Figure 1. A small window of the routed layout.
Region (9, 76) to (59, 126) um. Cells in gray, sequential cells in the stronger gray; small squares are vias.
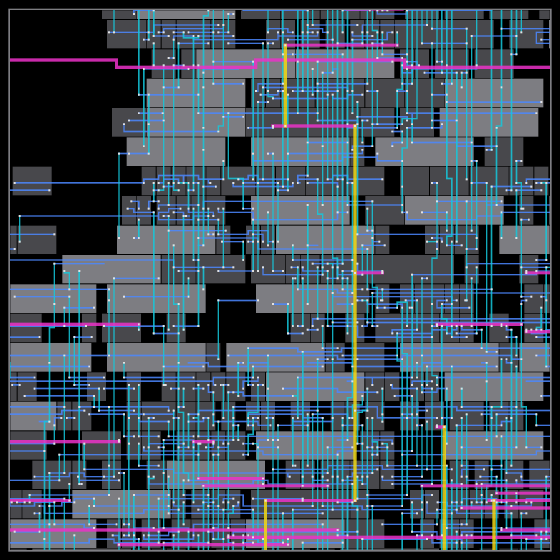
Figure 2. Register map, names as in the netlist.
Other sequential cells in the stronger gray, the rest of the logic in the fainter gray.
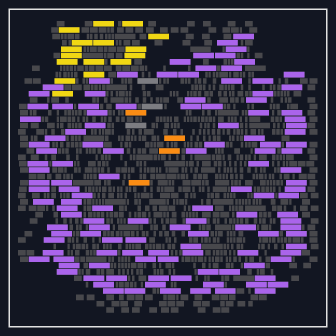
Figure 3. Clock routing.
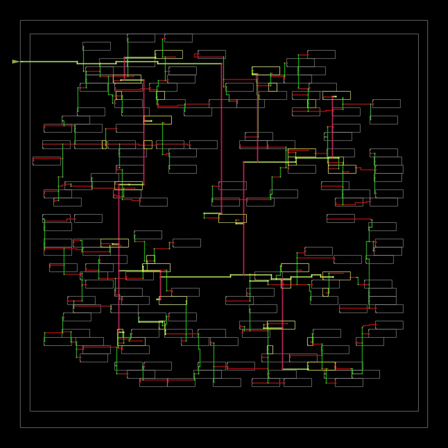
Figure 4. Power grid.
Pins as bars on the die edge.
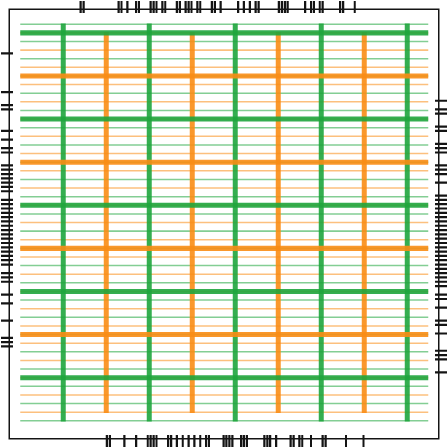
Figure 5. Gate families picked out.
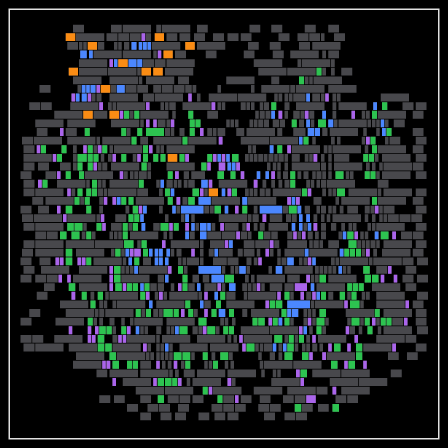
Design ecb_block_packer, sky130hd; sources not shown.
==> impl_metrics.yaml <==
# generated from flow reports
sta:
  setup_slack_ns: 2.99
  fin_crit_sh_pct: 54.7
  worst_pin_slew_ns: 0.856
  max_slew_margin_pct: 42.3
  drv_slew: 0
  setup_viol: 0
  hold_violations: 0
  rsz0062_at_grt: "false"
placed_design:
  dpl.hpwl_mm: 18.3
  dp_slack_ns: 3.11
drt:
  wl_met1_mm: 10.7
  highest_layer: "met4"
  wl_met2_mm: 11.8
  drtIter0Drc: 1224
  postRouteAntennaNets: 0
  route.met3.wl_mm: 2.54
  wire_per_inst_um: 17.4
synth:
  topCellsByArea: "dfrtp_1 (45%), nand2_1 (15%), inv_1 (6.1%)"
  ys_chip_area_um2: 8330
  synth_cells: 1105
  synth_area_leader_cell: "dfrtp_1"
  avgSynthCellArea_um2: 7.54
outcome:
  status: "finished, final reports clean"
setup_path:
  path_cells: "inv_1 > ha_1 > nand2_1 > nand2_1 > nand2_1 > nand2_2 > inv_2 > nand3_1 > nor2_1 > inv_1 > a21oi_1 > o21ai_1"
  path_depth: 12
  worstPathRequired_ns: 6.92
  max_stage_delay_ns: 0.85
  reg2regPathDepth: 12
  critPathMostFrequentCell: "nand2_1"
  r2r_slack_ns: 2.99
  crit_type: "register to register"
floorplanning:
  row_count: 46
  ios: 160
  die-area_um2: 18200
  fp_util_pct: 51.7
cells_and_area:
  largest_reg_flops: 128
  fillCellCount: 1317
  final_layout_size_suffix_gt1_share_pct: 8.13
power:
  p_leak_nw: 4.98
  p_total_mw: 4.08
job:
  warnings: 32
clocking:
  cts_setup_buffers: 0
  cts_buffer_depth: 2
  cts_resized: 0
grt:
  grt_pass1_wl_mm: 40.8
  overflow: 0
  antenna_found_initial: 0
  grt.total_usage_pct: 28.6
Notes on Figure 1 above:
[cyan] met2
[blue] met1
[yellow] met4
[magenta] met3
most frequent: nand2_1 (46), dfrtp_1 (30), inv_1 (25)
sequential cells in the window: 30
cells with their middle in the window: 210

Notes on Figure 2 above:
[yellow] blk_count | flops: 16 | where: upper left
[orange] idx | flops: 4 | where: center
[purple] blk_data | flops: 128 | where: spread over the die
Sequential Area: 3780 um2
Power Sequential: 1.33 mW
fin util: 65.7%
Seq area share: 35.7%

Notes on Figure 3 above:
clk_lat worst skew: 0.45 ns
worst clock skew: 0.00908 ns
CTS Buf Count: 17

Notes on Figure 4 above:
[green] VSS
[orange] VDD
signal pins: 160
met4 straps: 9
rows: 46
met5 straps: 9
peak supply drop: 327 uV
core box area: 16,100 um2
die height: 135 um

Notes on Figure 5 above:
[blue] NOR gates | cells: 103
[green] inverting AOI/OAI gates | cells: 204
[orange] XOR/XNOR gates | cells: 14
[purple] inverters | cells: 155
fin cells: 1,483
Top cell excl fill/tap: nand2_1
logic share of the area: 35.8%

## power by group
part	leakage, nW	internal, mW	switching [mW]
clock	0.246	0.484	0.397
sequential	1.93	1.13	0.199
combinational	2.81	0.668	1.20
total	4.98	2.28	1.80
## synth_stat cells, drive strengths merged
cell	number
a22oi	4
o21bai	1
nor2	94
xnor2	7
inv	154
a22o	1
o22ai	38
nor3	7
dfrtp	151
nor3b	2
clkbuf	12
a21oi	51
o21ai	91
nand3	71
o221ai	1
nand3b	2
ha	9
o31ai	3
a31oi	3
buf	21
xor2	7
nand4	6
clkinv	1
nand2	356
o211ai	12
## logic make-up after synthesis
family	share of synthesized area, %
xor gates and xnor gates	1.47
AOI/OAI and AO/OA	13.8
buffers and inverters	9.27
adders and majority gates	1.35
DFF	45.4
and+or+nand+nor	28.7
## layer usage
| metal | global-route usage, % | vias up |
|---|---|---|
| met5 | 0 | - |
| met4 | 11.9 | 0 |
| met3 | 6.63 | 88 |
| met2 | 44.4 | 482 |
| met1 | 38.9 | 3831 |
| li1 | - | 3845 |
## through the flow
| step | instance area, um2 | cells |
|---|---|---|
| 6_report | 10600 | 1483 |
| 5_1_grt | 10600 | 1483 |
| 4_1_cts | 10600 | 1483 |
| 3_5_place_dp | 10100 | 1451 |
| 3_3_place_gp | 10100 | 1451 |
| 2_1_floorplan | 8330 | 1105 |
## layout make-up
cell class,instances,area (um2),area share (%)
Clock buffer,19,443,4.18
Clock inverter,13,83.8,0.792
Inverter,155,599,5.66
Multi-Input combinational cell,766,3790,35.8
Sequential cell,151,3780,35.7
Tap cell,216,270,2.55
Timing Repair Buffer,163,1620,15.3
No activity file was given, so power comes from the tool's default toggle rates.
